[src/rtl/dbg_monitor_pkg.sv]
// dbg_monitor_pkg: mode codes, scan FSM states and widths shared by the debug monitor.
package dbg_monitor_pkg;
    localparam int DBG_MODE_BIT = 2;
    typedef enum logic [DBG_MODE_BIT-1:0] {
        DBG_MODE_DISPLAY = 2'd0,
        DBG_MODE_PC      = 2'd1,
        DBG_MODE_RF      = 2'd2,
        DBG_MODE_DM      = 2'd3
    } dbg_mode_e;
    typedef enum logic [1:0] {
        DBG_ST_IDLE  = 2'd0,
        DBG_ST_REQ   = 2'd1,
        DBG_ST_WAIT  = 2'd2,
        DBG_ST_LATCH = 2'd3
    } dbg_st_e;
endpackage

[src/rtl/dbg_monitor_if.sv]
// dbg_monitor_if: debug port between the monitor (master) and the CPU core (slave).
interface dbg_monitor_if #(parameter int DM_ADDR_BIT = 10);
    logic                   cpu_en;
    logic                   halted;
    logic [4:0]             regfile_req_dbg;
    logic [DM_ADDR_BIT-1:0] datamem_addr_dbg;
    logic [31:0]            pc_dbg;
    logic [31:0]            regfile_data_dbg;
    logic [31:0]            datamem_data_dbg;
    logic [31:0]            display;
    modport master (
        output cpu_en, regfile_req_dbg, datamem_addr_dbg,
        input  halted, pc_dbg, regfile_data_dbg, datamem_data_dbg, display
    );
    modport slave (
        input  cpu_en, regfile_req_dbg, datamem_addr_dbg,
        output halted, pc_dbg, regfile_data_dbg, datamem_data_dbg, display
    );
endinterface

[src/rtl/dbg_monitor_hex_to_seg.sv]
// hex_to_seg: 4-bit nibble to active-low {g,f,e,d,c,b,a} segment pattern.
module hex_to_seg (
    input  logic [3:0] nib,
    output logic [6:0] seg
);
    always_comb begin
        seg = 7'h7F;
        case (nib)
            4'h0: seg = 7'h40;
            4'h1: seg = 7'h79;
            4'h2: seg = 7'h24;
            4'h3: seg = 7'h30;
            4'h4: seg = 7'h19;
            4'h5: seg = 7'h12;
            4'h6: seg = 7'h02;
            4'h7: seg = 7'h78;
            4'h8: seg = 7'h00;
            4'h9: seg = 7'h10;
            4'hA: seg = 7'h08;
            4'hB: seg = 7'h03;
            4'hC: seg = 7'h46;
            4'hD: seg = 7'h21;
            4'hE: seg = 7'h06;
            4'hF: seg = 7'h0E;
            default: seg = 7'h7F;
        endcase
    end
endmodule

[src/rtl/dbg_monitor.sv]
// dbg_monitor: drives the core debug port, latches the selected word and
// multiplexes it onto an 8-digit seven-segment display; also gates the core clock enable.
module dbg_monitor
    import dbg_monitor_pkg::*;
#(
    parameter int          DM_ADDR_BIT = 10,
    parameter int          READ_LAT    = 2,
    parameter logic [15:0] REFRESH_DIV = 16'd50000,
    parameter logic [19:0] SCAN_DIV    = 20'd1000000
) (
    input  logic                    clk,
    input  logic                    rst,
    input  logic [DBG_MODE_BIT-1:0] mode,
    input  logic                    run,
    input  logic                    step_p,
    input  logic                    next_p,
    input  logic                    prev_p,
    dbg_monitor_if.master           core,
    output logic [7:0]              seg,
    output logic [7:0]              an,
    output logic [31:0]             shown
);
    localparam int IW = (DM_ADDR_BIT < 5) ? 5 : DM_ADDR_BIT;

    dbg_st_e                st_q;
    logic [DBG_MODE_BIT-1:0] mode_q;
    logic [IW-1:0]          idx_q, idx_d, idx_mask;
    logic [4:0]             rf_q;
    logic [DM_ADDR_BIT-1:0] dm_q;
    logic [31:0]            shown_q, src;
    logic [19:0]            scan_q, scan_d;
    logic [15:0]            ref_q;
    logic [2:0]             wait_q, digit_q;
    logic [7:0]             seg_q;
    logic [6:0]             hex;
    logic                   en_q, pend_q, mode_chg, idx_mv, trig, go_req, ref_wrap;

    assign mode_chg = mode != mode_q;
    assign idx_mv   = mode[1] && (next_p ^ prev_p);
    // register mode keeps the shared index inside 5 bits so it wraps at 31
    assign idx_mask = (mode == DBG_MODE_RF) ? IW'(5'h1F) : '1;
    assign idx_d    = mode_chg ? '0
                    : idx_mv ? ((next_p ? idx_q + IW'(1) : idx_q - IW'(1)) & idx_mask)
                    : idx_q;
    assign trig     = (scan_q == SCAN_DIV - 20'd1) || idx_mv || mode_chg;
    assign go_req   = (st_q == DBG_ST_IDLE) && (trig || pend_q);
    assign scan_d   = (go_req || scan_q == SCAN_DIV - 20'd1) ? '0 : scan_q + 20'd1;
    assign ref_wrap = ref_q == REFRESH_DIV - 16'd1;
    assign src      = (mode == DBG_MODE_PC) ? core.pc_dbg
                    : (mode == DBG_MODE_RF) ? core.regfile_data_dbg
                    : (mode == DBG_MODE_DM) ? core.datamem_data_dbg
                    : core.display;

    assign core.cpu_en           = en_q & ~core.halted;
    assign core.regfile_req_dbg  = rf_q;
    assign core.datamem_addr_dbg = dm_q;
    assign shown                 = shown_q;
    assign seg                   = seg_q;
    assign an                    = ~(8'b1 << digit_q);

    hex_to_seg u_hex (.nib(shown_q[{digit_q, 2'b00} +: 4]), .seg(hex));

    always_ff @(posedge clk) begin
        if (rst) begin
            st_q    <= DBG_ST_IDLE;
            pend_q  <= 1'b0;
            wait_q  <= '0;
            shown_q <= '0;
            rf_q    <= '0;
            dm_q    <= '0;
        end else begin
            pend_q <= (st_q != DBG_ST_IDLE) && (pend_q || trig);
            case (st_q)
                DBG_ST_IDLE: st_q <= go_req ? DBG_ST_REQ : DBG_ST_IDLE;
                DBG_ST_REQ: begin
                    if (mode == DBG_MODE_RF) rf_q <= idx_q[4:0];
                    if (mode == DBG_MODE_DM) dm_q <= idx_q[DM_ADDR_BIT-1:0];
                    wait_q <= 3'(READ_LAT - 1);
                    st_q   <= DBG_ST_WAIT;
                end
                DBG_ST_WAIT: begin
                    wait_q <= wait_q - 3'd1;
                    st_q   <= (wait_q == 3'd0) ? DBG_ST_LATCH : DBG_ST_WAIT;
                end
                default: begin
                    shown_q <= src;
                    st_q    <= DBG_ST_IDLE;
                end
            endcase
        end
    end

    always_ff @(posedge clk) begin
        if (rst) begin
            en_q    <= 1'b0;
            mode_q  <= '0;
            idx_q   <= '0;
            scan_q  <= '0;
            ref_q   <= '0;
            digit_q <= '0;
            seg_q   <= {1'b1, 7'h40};
        end else begin
            en_q    <= run || (step_p && !core.halted);
            mode_q  <= mode;
            idx_q   <= idx_d;
            scan_q  <= scan_d;
            ref_q   <= ref_wrap ? '0 : ref_q + 16'd1;
            digit_q <= ref_wrap ? digit_q + 3'd1 : digit_q;
            seg_q   <= {~((digit_q == 3'd7) && core.halted), hex};
        end
    end
endmodule

[src/flat_wrapper.sv]
// flat-port wrapper written by rule: the top's interface ports become plain ports
module dbg_monitor_flat import dbg_monitor_pkg::*;
#(
    parameter int          DM_ADDR_BIT = 10,
    parameter int          READ_LAT    = 2,
    parameter logic [15:0] REFRESH_DIV = 16'd50000,
    parameter logic [19:0] SCAN_DIV    = 20'd1000000
)
  (clk, rst, mode, run, step_p, next_p, prev_p, seg, an, shown, core_cpu_en, core_regfile_req_dbg, core_datamem_addr_dbg, core_halted, core_pc_dbg, core_regfile_data_dbg, core_datamem_data_dbg, core_display);
  dbg_monitor_if #(.DM_ADDR_BIT(DM_ADDR_BIT)) core_i ();
  input  logic clk;
  input  logic rst;
  input  logic [DBG_MODE_BIT-1:0] mode;
  input  logic run;
  input  logic step_p;
  input  logic next_p;
  input  logic prev_p;
  output logic [7:0] seg;
  output logic [7:0] an;
  output logic [31:0] shown;
  output wire logic [$bits(core_i.cpu_en)-1:0] core_cpu_en;
  output wire logic [$bits(core_i.regfile_req_dbg)-1:0] core_regfile_req_dbg;
  output wire logic [$bits(core_i.datamem_addr_dbg)-1:0] core_datamem_addr_dbg;
  input wire logic [$bits(core_i.halted)-1:0] core_halted;
  input wire logic [$bits(core_i.pc_dbg)-1:0] core_pc_dbg;
  input wire logic [$bits(core_i.regfile_data_dbg)-1:0] core_regfile_data_dbg;
  input wire logic [$bits(core_i.datamem_data_dbg)-1:0] core_datamem_data_dbg;
  input wire logic [$bits(core_i.display)-1:0] core_display;
  assign core_cpu_en = core_i.cpu_en;
  assign core_regfile_req_dbg = core_i.regfile_req_dbg;
  assign core_datamem_addr_dbg = core_i.datamem_addr_dbg;
  assign core_i.halted = core_halted;
  assign core_i.pc_dbg = core_pc_dbg;
  assign core_i.regfile_data_dbg = core_regfile_data_dbg;
  assign core_i.datamem_data_dbg = core_datamem_data_dbg;
  assign core_i.display = core_display;
  dbg_monitor #(.DM_ADDR_BIT(DM_ADDR_BIT), .READ_LAT(READ_LAT), .REFRESH_DIV(REFRESH_DIV), .SCAN_DIV(SCAN_DIV)) u_core (.clk(clk), .rst(rst), .mode(mode), .run(run), .step_p(step_p), .next_p(next_p), .prev_p(prev_p), .core(core_i), .seg(seg), .an(an), .shown(shown));
endmodule
[config.mk]
export PLATFORM = sky130hd
export DESIGN_NAME = dbg_monitor_flat
export DESIGN_NICKNAME = d
export VERILOG_FILES = /design/src/rtl/dbg_monitor_pkg.sv /design/src/rtl/dbg_monitor_if.sv /design/src/rtl/dbg_monitor_hex_to_seg.sv /design/src/rtl/dbg_monitor.sv /design/src/flat_wrapper.sv
export SDC_FILE = /design/constraint.sdc
export NUM_CORES = 1
export LEC_CHECK = 0
export CELL_PAD_IN_SITES_DETAIL_PLACEMENT = 0
export CELL_PAD_IN_SITES_GLOBAL_PLACEMENT = 2
export CORE_MARGIN = 10
export CORE_UTILIZATION = 30
export DETAILED_ROUTE_END_ITERATION = 8
export PLACE_DENSITY_LB_ADDON = 0.1
export SLEW_MARGIN = 20
export SYNTH_ARGS = -nofsm -noshare
export SYNTH_HDL_FRONTEND = slang
export SYNTH_SLANG_ARGS = --single-unit
[constraint.sdc]
create_clock -name clk -period 5.8 [get_ports clk]
set_clock_uncertainty 0.1 [all_clocks]
set_input_delay 1.16 -clock clk [delete_from_list [all_inputs] [get_ports clk]]
set_output_delay 1.16 -clock clk [all_outputs]
set_load 0.02 [all_outputs]
==> flow_summary.html, run 1 <==
<p>Metrics extracted from the flow reports.</p>
<table>
<tr><th>Metric</th><th>Value</th></tr>
<tr><th colspan="2">Worst setup path</th></tr>
<tr><td>CP peak stage delay</td><td>about 800 ps</td></tr>
<tr><td>Worst-path fanout max</td><td>11</td></tr>
<tr><td>Worst setup path class</td><td>reg -&gt; out</td></tr>
<tr><td>Reg2reg end</td><td>u_core.seg[6]</td></tr>
<tr><th colspan="2">Final timing</th></tr>
<tr><td>Post-route setup slack</td><td>between 2000 and 2500 ps</td></tr>
<tr><td>Total Negative Setup Slacks</td><td>0 ps</td></tr>
<tr><td>Slew @ Worst Pin</td><td>between 1000 and 1500 ps</td></tr>
<tr><td>Achievable frequency</td><td>between 0.2 and 0.3 GHz</td></tr>
<tr><th colspan="2">Detailed routing</th></tr>
<tr><td>Average via count per standard cell</td><td>between 4 and 5</td></tr>
<tr><td>Routed WL</td><td>approximately 20 mm</td></tr>
<tr><td>Topmost layer with routed signal wires</td><td>met4</td></tr>
<tr><td>Routed met3 length</td><td>about 1 mm</td></tr>
<tr><th colspan="2">Power</th></tr>
<tr><td>P_leak</td><td>3.17 nW</td></tr>
<tr><th colspan="2">Logic synthesis</th></tr>
<tr><td>Synth Area in XOR/XNOR</td><td>0.0564</td></tr>
<tr><td>Flip-flop and latch count after synthesis</td><td>roughly 110</td></tr>
<tr><td>Total nets after synthesis</td><td>approximately 800</td></tr>
<tr><td>Biggest area contributors in the synthesized netlist</td><td>sky130_fd_sc_hd__dfxtp_1 (37%), sky130_fd_sc_hd__mux4_2 (13%), sky130_fd_sc_hd__mux2i_1 (6.9%)</td></tr>
<tr><td>Fraction of synthesized area in multiplexers</td><td>0.226</td></tr>
<tr><td>Largest family of logic cells by area</td><td>multiplexers</td></tr>
<tr><th colspan="2">Cells and area</th></tr>
<tr><td>Multi-input gate share of the layout cell area</td><td>0.403</td></tr>
<tr><td>Top Layout Cells</td><td>sky130_fd_sc_hd__clkdlybuf4s50_1 (197), sky130_fd_sc_hd__dfxtp_1 (113), sky130_fd_sc_hd__nor2_1 (105)</td></tr>
<tr><td>Clock tree cell share of total cell area</td><td>0.0639</td></tr>
<tr><td>Number of flip-flops in the largest register</td><td>32</td></tr>
<tr><th colspan="2">Run status</th></tr>
<tr><td>Run status</td><td>completed</td></tr>
<tr><th colspan="2">Floorplan</th></tr>
<tr><td>Cell Rows</td><td>around 51</td></tr>
</table>
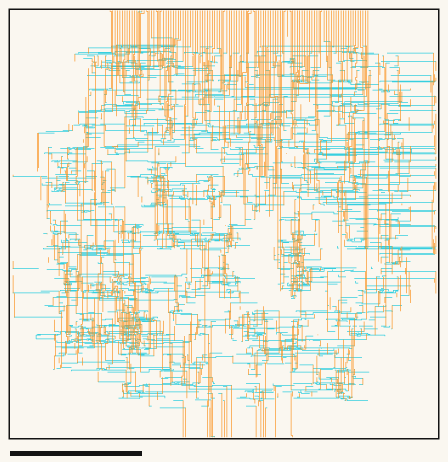
*Wiring by layer, run 1*
The bar under the picture is 50 um long. Two of the layers only.
M2 -> orange  # wire length 10100 um
M1 -> cyan  # wire length 8660 um

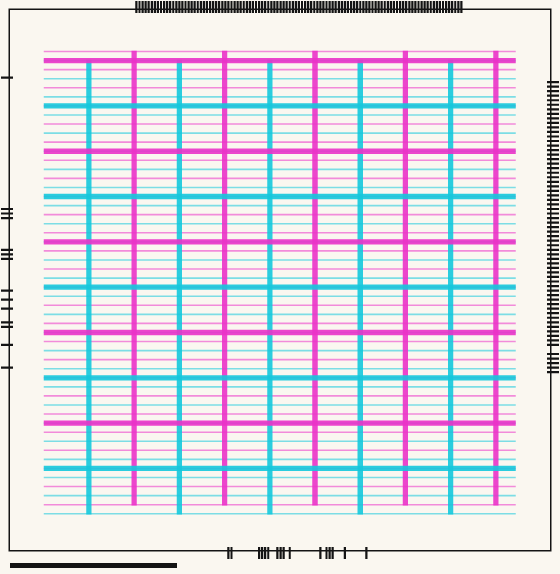
*Floorplan with the power grid, run 1*
The bar under the picture is 50 um long. Pins as bars on the die edge.
VSS -> cyan
VDD -> magenta
met5 straps = 10
met1 rails = 52
rows = 51
signal pins = 201

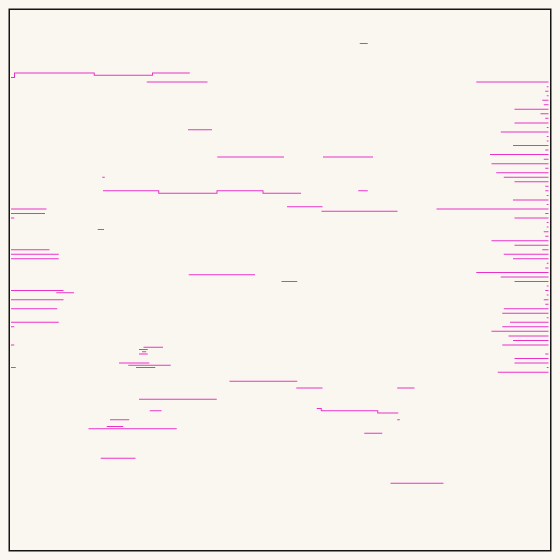
*The metal 3 layer, run 1*
share of all routed wire = 5.0%
nets with wire on the layer = 98
main direction = horizontal
wire length on this layer = 1000 um

### The metal 2 layer, run 1

The bar under the picture is 50 um long.
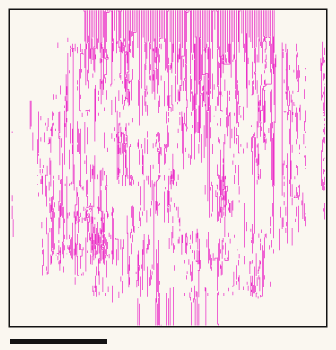

==> run 2: changes to the inputs <==
--- a/config.mk
+++ b/config.mk
@@ -8,7 +8,7 @@
 export CELL_PAD_IN_SITES_DETAIL_PLACEMENT = 0
 export CELL_PAD_IN_SITES_GLOBAL_PLACEMENT = 2
 export CORE_MARGIN = 10
-export CORE_UTILIZATION = 30
+export CORE_UTILIZATION = 27
 export DETAILED_ROUTE_END_ITERATION = 8
 export PLACE_DENSITY_LB_ADDON = 0.1
 export SLEW_MARGIN = 20
==> constraint.sdc (replaced) <==
create_clock -name clk -period 3.7 [get_ports clk]
set_clock_uncertainty 0.1 [all_clocks]
set_input_delay 0.74 -clock clk [delete_from_list [all_inputs] [get_ports clk]]
set_output_delay 0.74 -clock clk [all_outputs]
set_load 0.02 [all_outputs]
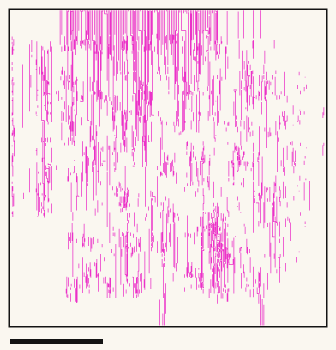
*The metal 2 layer, run 2*
The bar under the picture is 50 um long.
nets with wire on the layer = 811
longest straight run = 81.3 um
share of all routed wire = 48%

==> run 2 against run 1 <==
Area after synthesis unchanged. Sequential share of layout area fell by 0.25 points. Cell count is 1.8% higher. Largest cell class unchanged. Largest power group unchanged.
==> flow_summary.html, run 2 <==
<p>Metrics extracted from the flow reports.</p>
<table>
<tr><th>Metric</th><th>Value</th></tr>
<tr><th colspan="2">Run status</th></tr>
<tr><td>Run status</td><td>completed</td></tr>
<tr><th colspan="2">Logic synthesis</th></tr>
<tr><td>Synth Area in XOR/XNOR</td><td>0.0564 (unchanged)</td></tr>
<tr><td>Flip-flop and latch count after synthesis</td><td>113 (unchanged)</td></tr>
<tr><td>Largest family of logic cells by area</td><td>multiplexers</td></tr>
<tr><td>Fraction of synthesized area in multiplexers</td><td>0.226 (unchanged)</td></tr>
<tr><td>Total nets after synthesis</td><td>788 (unchanged)</td></tr>
<tr><td>Biggest area contributors in the synthesized netlist</td><td>sky130_fd_sc_hd__dfxtp_1 (37%), sky130_fd_sc_hd__mux4_2 (13%), sky130_fd_sc_hd__mux2i_1 (6.9%)</td></tr>
<tr><th colspan="2">Final timing</th></tr>
<tr><td>Achievable frequency</td><td>between 0.3 and 0.4 GHz</td></tr>
<tr><td>Slew @ Worst Pin</td><td>1090 ps (-3.23 ps)</td></tr>
<tr><td>Total Negative Setup Slacks</td><td>0 ps (unchanged)</td></tr>
<tr><td>Post-route setup slack</td><td>751 ps (-1420 ps)</td></tr>
<tr><th colspan="2">Cells and area</th></tr>
<tr><td>Clock tree cell share of total cell area</td><td>0.0671 (+0.00319)</td></tr>
<tr><td>Multi-input gate share of the layout cell area</td><td>0.399 (-0.00385)</td></tr>
<tr><td>Number of flip-flops in the largest register</td><td>32 (unchanged)</td></tr>
<tr><td>Top Layout Cells</td><td>sky130_fd_sc_hd__clkdlybuf4s50_1 (197), sky130_fd_sc_hd__dfxtp_1 (113), sky130_fd_sc_hd__nor2_1 (105)</td></tr>
<tr><th colspan="2">Worst setup path</th></tr>
<tr><td>Reg2reg end</td><td>u_core.seg[6]</td></tr>
<tr><td>Worst-path fanout max</td><td>12 (+1)</td></tr>
<tr><th colspan="2">Detailed routing</th></tr>
<tr><td>Topmost layer with routed signal wires</td><td>met4</td></tr>
<tr><td>Average via count per standard cell</td><td>4.69 (-1.7%)</td></tr>
<tr><th colspan="2">Power</th></tr>
<tr><td>P_leak</td><td>3.19 nW (+0.71%)</td></tr>
<tr><th colspan="2">Floorplan</th></tr>
<tr><td>Cell Rows</td><td>54 (+5.9%)</td></tr>
</table>
Power and IR drop assume default switching activity.
